--- src/rtl/dwt_haar_stage_if.sv ---
// Stream bundle for dwt_haar_stage: a sample input channel and a coefficient-pair output channel.
// Both channels use valid/ready. A beat transfers on a rising clock edge when valid & ready.
// The sender holds its data and valid stable until ready is seen; ready may depend on valid.
interface dwt_haar_stage_if #(
  parameter int DATA_W = 16
);
  logic              in_valid;
  logic              in_ready;
  logic [DATA_W-1:0] sample_in;
  logic              out_valid;
  logic              out_ready;
  logic [31:0]       approx_out;
  logic [31:0]       detail_out;
  logic              coeff_last;
  logic              frame_done;

  modport slave (
    input  in_valid, sample_in, out_ready,
    output in_ready, out_valid, approx_out, detail_out, coeff_last, frame_done
  );

  modport master (
    output in_valid, sample_in, out_ready,
    input  in_ready, out_valid, approx_out, detail_out, coeff_last, frame_done
  );
endinterface

--- src/rtl/dwt_haar_stage.sv ---
// Single-level Haar DWT stage: pairs consecutive samples into approx/detail coefficients.
// Optional macro DWT_ROUND_EN rounds half toward +inf instead of flooring.
module dwt_haar_stage #(
  parameter int DATA_W    = 16,
  parameter int FRAME_LEN = 128
) (
  input  logic                clk,
  input  logic                rst_n,
  input  logic                en,
  dwt_haar_stage_if.slave     bus,
  output logic [1:0]          dbg_state_o
);

  typedef enum logic [1:0] {
    S_EVEN = 2'd0,
    S_ODD  = 2'd1,
    S_OUT  = 2'd2
  } state_t;

  localparam int PAIRS = FRAME_LEN / 2;
  localparam int CW    = (PAIRS > 1) ? $clog2(PAIRS) : 1;
  localparam logic [CW-1:0] LAST_CNT = CW'(PAIRS - 1);
  // Two guard bits: one for the sum/difference, one so rounding of the extreme difference cannot wrap.
  localparam int AW = DATA_W + 2;
`ifdef DWT_ROUND_EN
  localparam logic signed [AW-1:0] RND = {{(AW-1){1'b0}}, 1'b1};
`else
  localparam logic signed [AW-1:0] RND = '0;
`endif

  state_t            state_q, state_d;
  logic [DATA_W-1:0] x0_q, x0_d;
  logic [31:0]       approx_q, approx_d;
  logic [31:0]       detail_q, detail_d;
  logic [CW-1:0]     cnt_q, cnt_d;
  logic              done_q, done_d;

  logic              out_valid;
  logic              in_ready;
  logic              in_xfer;
  logic              out_xfer;
  logic signed [AW-1:0] x0_ext, x1_ext, sum_w, dif_w;

  assign out_valid = (state_q == S_OUT);
  assign in_ready  = rst_n & en & ((state_q != S_OUT) | bus.out_ready);
  assign in_xfer   = bus.in_valid & in_ready;
  assign out_xfer  = out_valid & bus.out_ready;

  assign x0_ext = {{2{x0_q[DATA_W-1]}}, x0_q};
  assign x1_ext = {{2{bus.sample_in[DATA_W-1]}}, bus.sample_in};
  assign sum_w  = x0_ext + x1_ext + RND;
  assign dif_w  = x0_ext - x1_ext + RND;

  always_comb begin
    state_d  = state_q;
    x0_d     = x0_q;
    approx_d = approx_q;
    detail_d = detail_q;
    cnt_d    = cnt_q;
    done_d   = 1'b0;
    case (state_q)
      S_EVEN: begin
        if (in_xfer) begin
          x0_d    = bus.sample_in;
          state_d = S_ODD;
        end
      end
      S_ODD: begin
        if (in_xfer) begin
          approx_d = 32'(sum_w >>> 1);
          detail_d = 32'(dif_w >>> 1);
          state_d  = S_OUT;
        end
      end
      S_OUT: begin
        if (out_xfer) begin
          cnt_d  = (cnt_q == LAST_CNT) ? '0 : cnt_q + CW'(1);
          done_d = (cnt_q == LAST_CNT);
          // A new even sample may arrive in the same cycle the pair leaves.
          if (in_xfer) begin
            x0_d    = bus.sample_in;
            state_d = S_ODD;
          end else begin
            state_d = S_EVEN;
          end
        end
      end
      default: state_d = S_EVEN;
    endcase
  end

  always_ff @(posedge clk) begin
    if (!rst_n || !en) begin
      state_q  <= S_EVEN;
      x0_q     <= '0;
      approx_q <= '0;
      detail_q <= '0;
      cnt_q    <= '0;
      done_q   <= 1'b0;
    end else begin
      state_q  <= state_d;
      x0_q     <= x0_d;
      approx_q <= approx_d;
      detail_q <= detail_d;
      cnt_q    <= cnt_d;
      done_q   <= done_d;
    end
  end

  assign bus.in_ready   = in_ready;
  assign bus.out_valid  = out_valid;
  assign bus.approx_out = approx_q;
  assign bus.detail_out = detail_q;
  assign bus.coeff_last = out_valid & (cnt_q == LAST_CNT);
  assign bus.frame_done = done_q;
  assign dbg_state_o    = state_q;

endmodule

--- src/flat_wrapper.sv ---
// flat-port wrapper written by rule: the top's interface ports become plain ports
module dwt_haar_stage_flat 
#(
  parameter int DATA_W    = 16,
  parameter int FRAME_LEN = 128
)
  (clk, rst_n, en, dbg_state_o, bus_in_valid, bus_sample_in, bus_out_ready, bus_in_ready, bus_out_valid, bus_approx_out, bus_detail_out, bus_coeff_last, bus_frame_done);
  dwt_haar_stage_if #(.DATA_W(DATA_W)) bus_i ();
  input  logic clk;
  input  logic rst_n;
  input  logic en;
  output logic [1:0] dbg_state_o;
  input wire logic [$bits(bus_i.in_valid)-1:0] bus_in_valid;
  input wire logic [$bits(bus_i.sample_in)-1:0] bus_sample_in;
  input wire logic [$bits(bus_i.out_ready)-1:0] bus_out_ready;
  output wire logic [$bits(bus_i.in_ready)-1:0] bus_in_ready;
  output wire logic [$bits(bus_i.out_valid)-1:0] bus_out_valid;
  output wire logic [$bits(bus_i.approx_out)-1:0] bus_approx_out;
  output wire logic [$bits(bus_i.detail_out)-1:0] bus_detail_out;
  output wire logic [$bits(bus_i.coeff_last)-1:0] bus_coeff_last;
  output wire logic [$bits(bus_i.frame_done)-1:0] bus_frame_done;
  assign bus_i.in_valid = bus_in_valid;
  assign bus_i.sample_in = bus_sample_in;
  assign bus_i.out_ready = bus_out_ready;
  assign bus_in_ready = bus_i.in_ready;
  assign bus_out_valid = bus_i.out_valid;
  assign bus_approx_out = bus_i.approx_out;
  assign bus_detail_out = bus_i.detail_out;
  assign bus_coeff_last = bus_i.coeff_last;
  assign bus_frame_done = bus_i.frame_done;
  dwt_haar_stage #(.DATA_W(DATA_W), .FRAME_LEN(FRAME_LEN)) u_core (.clk(clk), .rst_n(rst_n), .en(en), .bus(bus_i), .dbg_state_o(dbg_state_o));
endmodule
--- config.mk ---
export PLATFORM = sky130hd
export DESIGN_NAME = dwt_haar_stage_flat
export DESIGN_NICKNAME = d
export VERILOG_FILES = /design/src/rtl/dwt_haar_stage_if.sv /design/src/rtl/dwt_haar_stage.sv /design/src/flat_wrapper.sv
export SDC_FILE = /design/constraint.sdc
export NUM_CORES = 1
export LEC_CHECK = 0
export ABC_CLOCK_PERIOD_IN_PS = 5700
export CORE_MARGIN = 2
export CORE_UTILIZATION = 30
export CTS_CLUSTER_DIAMETER = 30
export DETAILED_ROUTE_END_ITERATION = 16
export SKIP_LAST_GASP = 1
export SYNTH_ARGS = -nofsm -noshare
export SYNTH_HDL_FRONTEND = slang
export SYNTH_SLANG_ARGS = --single-unit
--- constraint.sdc ---
create_clock -name clk -period 5.7 [get_ports clk]
set_input_delay 0.855 -clock clk [delete_from_list [all_inputs] [get_ports clk]]
set_output_delay 0.855 -clock clk [all_outputs]
set_load 0.05 [all_outputs]
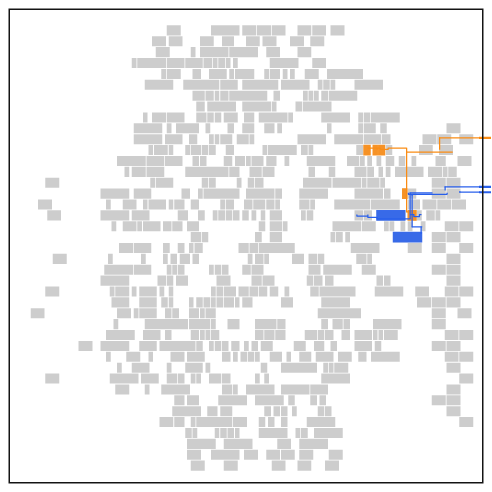
Figure 1: port wiring.
Drawn at 4 px/um.
legend:
  orange:
    port: bus_out_ready
    direction: input
    edge: right
    end_cells: 5
    buffers: 1
    wire: 51.9 um
  blue:
    port: dbg_state_o
    direction: output
    edge: right
    end_cells: 2
    buffers: 2
    wire: 67.5 um
# IOs: 91
number of port buffers: 90

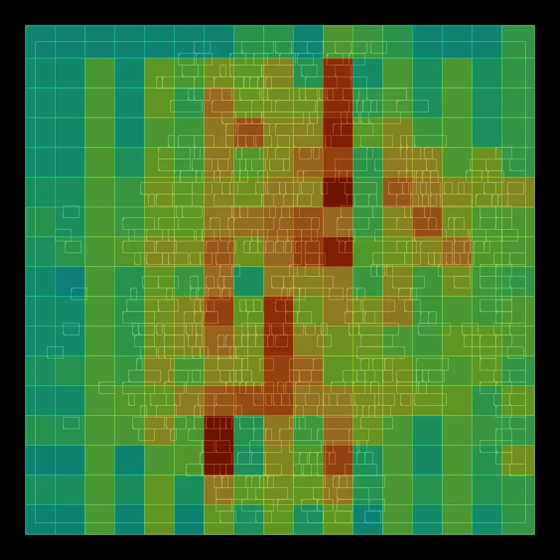
Figure 2: track usage over the die.
met1 track utilization from global routing: 0.1828
global-route layer with the greatest usage: met2
post-DR wirelength/cell: 13.82 um

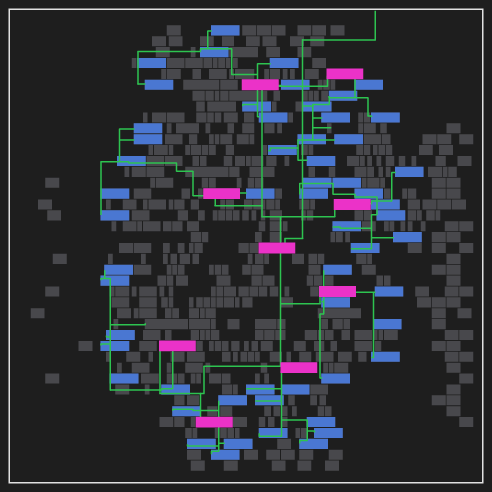
Figure 3: clock wires, drivers and flops.
Drawn at 4 px/um.
legend:
  blue:
    item: flip-flops
    count: 57
  green:
    item: clock wires
    length: 815 um
  magenta:
    item: clock drivers
    count: 9
routed clock nets: 10
part of the total power dissipated in the clock network: 0.519
Worst Clk Skew: 0.005046 ns

==> impl_table.tex <==
% Table of physical implementation metrics
\begin{tabular}{lr}
\hline
Metric & Value \\
\hline
\multicolumn{2}{l}{\textbf{Critical path}} \\
Required time reported for the critical path endpoint & between 4 and 5 ns \\
CP Depth & 5 \\
Timing startpoint of the critical path & rst\_n \\
Slowest stage cell, crit path & sky130\_fd\_sc\_hd\_\_clkdlybuf4s50\_1 \\
R2R Path Start & u\_core.x0\_q[0] \\
Buf/Inv on CP & 3 \\
Most frequent cell on the critical path & sky130\_fd\_sc\_hd\_\_clkdlybuf4s50\_1 \\
Slowest cell delay on critical path & 0.82 ns \\
Worst-case register-to-register setup slack & 3.39 ns \\
\multicolumn{2}{l}{\textbf{Drt}} \\
Top sig layer & met4 \\
Number of DRC violations after detailed-routing iteration 0 & about 180 \\
DRT Pass-1 Iters & 5 \\
Total length of routed met2 wires & 4554 um \\
Number of routed nets with antenna violations & 0 \\
\multicolumn{2}{l}{\textbf{Power}} \\
Leakage dissipation & 1.864 nW \\
Combinational power & $\sim$0.00016 W \\
Net switching power figure & approximately 0.00029 W \\
Fraction of power consumed by combinational cells & 0.136 \\
IR Drop Worst-Case VDD & between 0.1 and 0.15 mV \\
Switching share of power & 0.2423 \\
Internal power & between 0.0009 and 0.001 W \\
Top power group & clock \\
Power attributed to the clock group & 0.000618 W \\
Final total power & 0.001190 W \\
Total power density per cell area & roughly 240 nW/um2 \\
\multicolumn{2}{l}{\textbf{GRT}} \\
Pin count of the biggest net entering global routing & between 40 and 50 \\
Met2 demand-to-capacity share in global routing & 0.2289 \\
Via count of the first global-routing pass & 3233 \\
\multicolumn{2}{l}{\textbf{Yosys}} \\
Adder Share, Synth & 0.1098 \\
Number of register bits inferred by synthesis & approximately 57 \\
Most frequently used cell type in the post-synthesis netlist & sky130\_fd\_sc\_hd\_\_dfxtp\_1 \\
Post-synthesis instance area & 3897 um2 \\
Mean cell area of the mapped netlist & about 8.0 um2 \\
Most area-consuming cells after synthesis & sky130\_fd\_sc\_hd\_\_dfxtp\_1, sky130\_fd\_sc\_hd\_\_ha\_1, sky130\_fd\_sc\_hd\_\_buf\_4 \\
Compound-Gate Fraction of Synth Area & 0.1865 \\
Share of flip-flops with an asynchronous set or reset & 0 \\
Most used flip-flop cell after synthesis & sky130\_fd\_sc\_hd\_\_dfxtp\_1 \\
Synthesized netlist net count & 542 \\
Ys Warns & 0 \\
Number of enable-type register cells in the synthesized netlist & 0 \\
Post-synthesis chip area from yosys & 3897 um2 \\
\multicolumn{2}{l}{\textbf{Die}} \\
Die y size & about 120 um \\
Number of core rows & around 40 \\
Die Wd & 118.0 um \\
Tap cell instance count & between 150 and 200 \\
\multicolumn{2}{l}{\textbf{Outcome}} \\
Outcome & completed \\
\multicolumn{2}{l}{\textbf{Layout}} \\
Mi-comb count & around 340 \\
Number of non-clock buffers & 92 \\
Non-clock inverter instance count of the final layout & 28 \\
Total area of multi-input combinational cells & $\sim$2300 um2 \\
Cell kind with the greatest summed area & multi-input combinational cells \\
Utilization after layout & 0.3952 \\
Final non-clock buffer share & 0.1829 \\
Area delta synth->final & 28.48\% \\
Area taken by flip-flops and latches & approximately 1100 um2 \\
Number of nets in the finished design & 586 \\
\multicolumn{2}{l}{\textbf{Clock tree}} \\
Setup repair bufs after CTS & 0 \\
Clk ins delay skew pair & between 0.3 and 0.4 ns \\
Number of instances resized during post-cts repair & 0 \\
Clock transition at the register clock pins on the worst setup and hold paths after CTS & $\sim$0.050 ns \\
Buffer depth of the longest clock path & 2 \\
\multicolumn{2}{l}{\textbf{Job}} \\
Total of max-cap violations & 0 \\
Total number of warnings across the stage logs & 41 \\
\multicolumn{2}{l}{\textbf{STA}} \\
Worst setup margin & approximately 2.2 ns \\
Pins over their slew limit & 0 \\
Unrepaired setup endpoints after global routing & no \\
Worst slew slack as a fraction of its limit & 0.2771 \\
Slew of the pin with the lowest slew margin & approximately 1.1 ns \\
Period Utilization, post-route & 0.6137 \\
Final count of negative-setup-slack endpoints & 0 \\
\multicolumn{2}{l}{\textbf{Min path}} \\
Type of the worst min-delay path & flop to flop \\
Terminating pin of the worst hold path & u\_core.bus.approx\_out[11] \\
Beginning of the worst hold path & u\_core.bus.approx\_out[11] \\
\multicolumn{2}{l}{\textbf{Placement}} \\
Number of cells after detailed placement & 693 \\
HPWL after DPL & between 7000 and 8000 um \\
Placer Congestion & approximately 0.84 \\
DP Worst Slack & roughly 2.2 ns \\
\hline
\end{tabular}
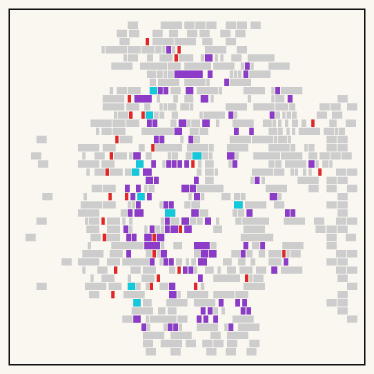
Figure 4: selected gate families.
Drawn at 3 px/um.
legend:
  purple:
    family: aoi and oai cells
    cells: 104
  cyan:
    family: non-inverting ao/oa cells
    cells: 10
  red:
    family: inv cells
    cells: 28
fraction of area in multi-input gates: 0.4563
Non-Filler Instances: 709
most frequently placed logic cell in the final layout: sky130_fd_sc_hd__clkdlybuf4s50_1

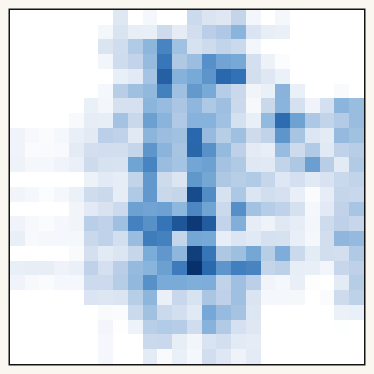
Figure 5: signal metal coverage by tile.
Drawn at 3 px/um. The die is cut into 24 by 24 equal tiles; white is low, dark blue is high, scaled to the fullest tile. Values are wire area over tile area, all layers added.
mean over tiles: 0.11
tiles over half the peak: 11%
nearly empty tiles: 28%
densest ninth of the die: center
fullest tile: 0.56
emptiest ninth of the die: upper left
combined global-route utilization of all metal layers: 0.1411
vias post-DR: 3440
detailed-route wire length: 9797 um

No activity file was given, so power comes from the tool's default toggle rates.
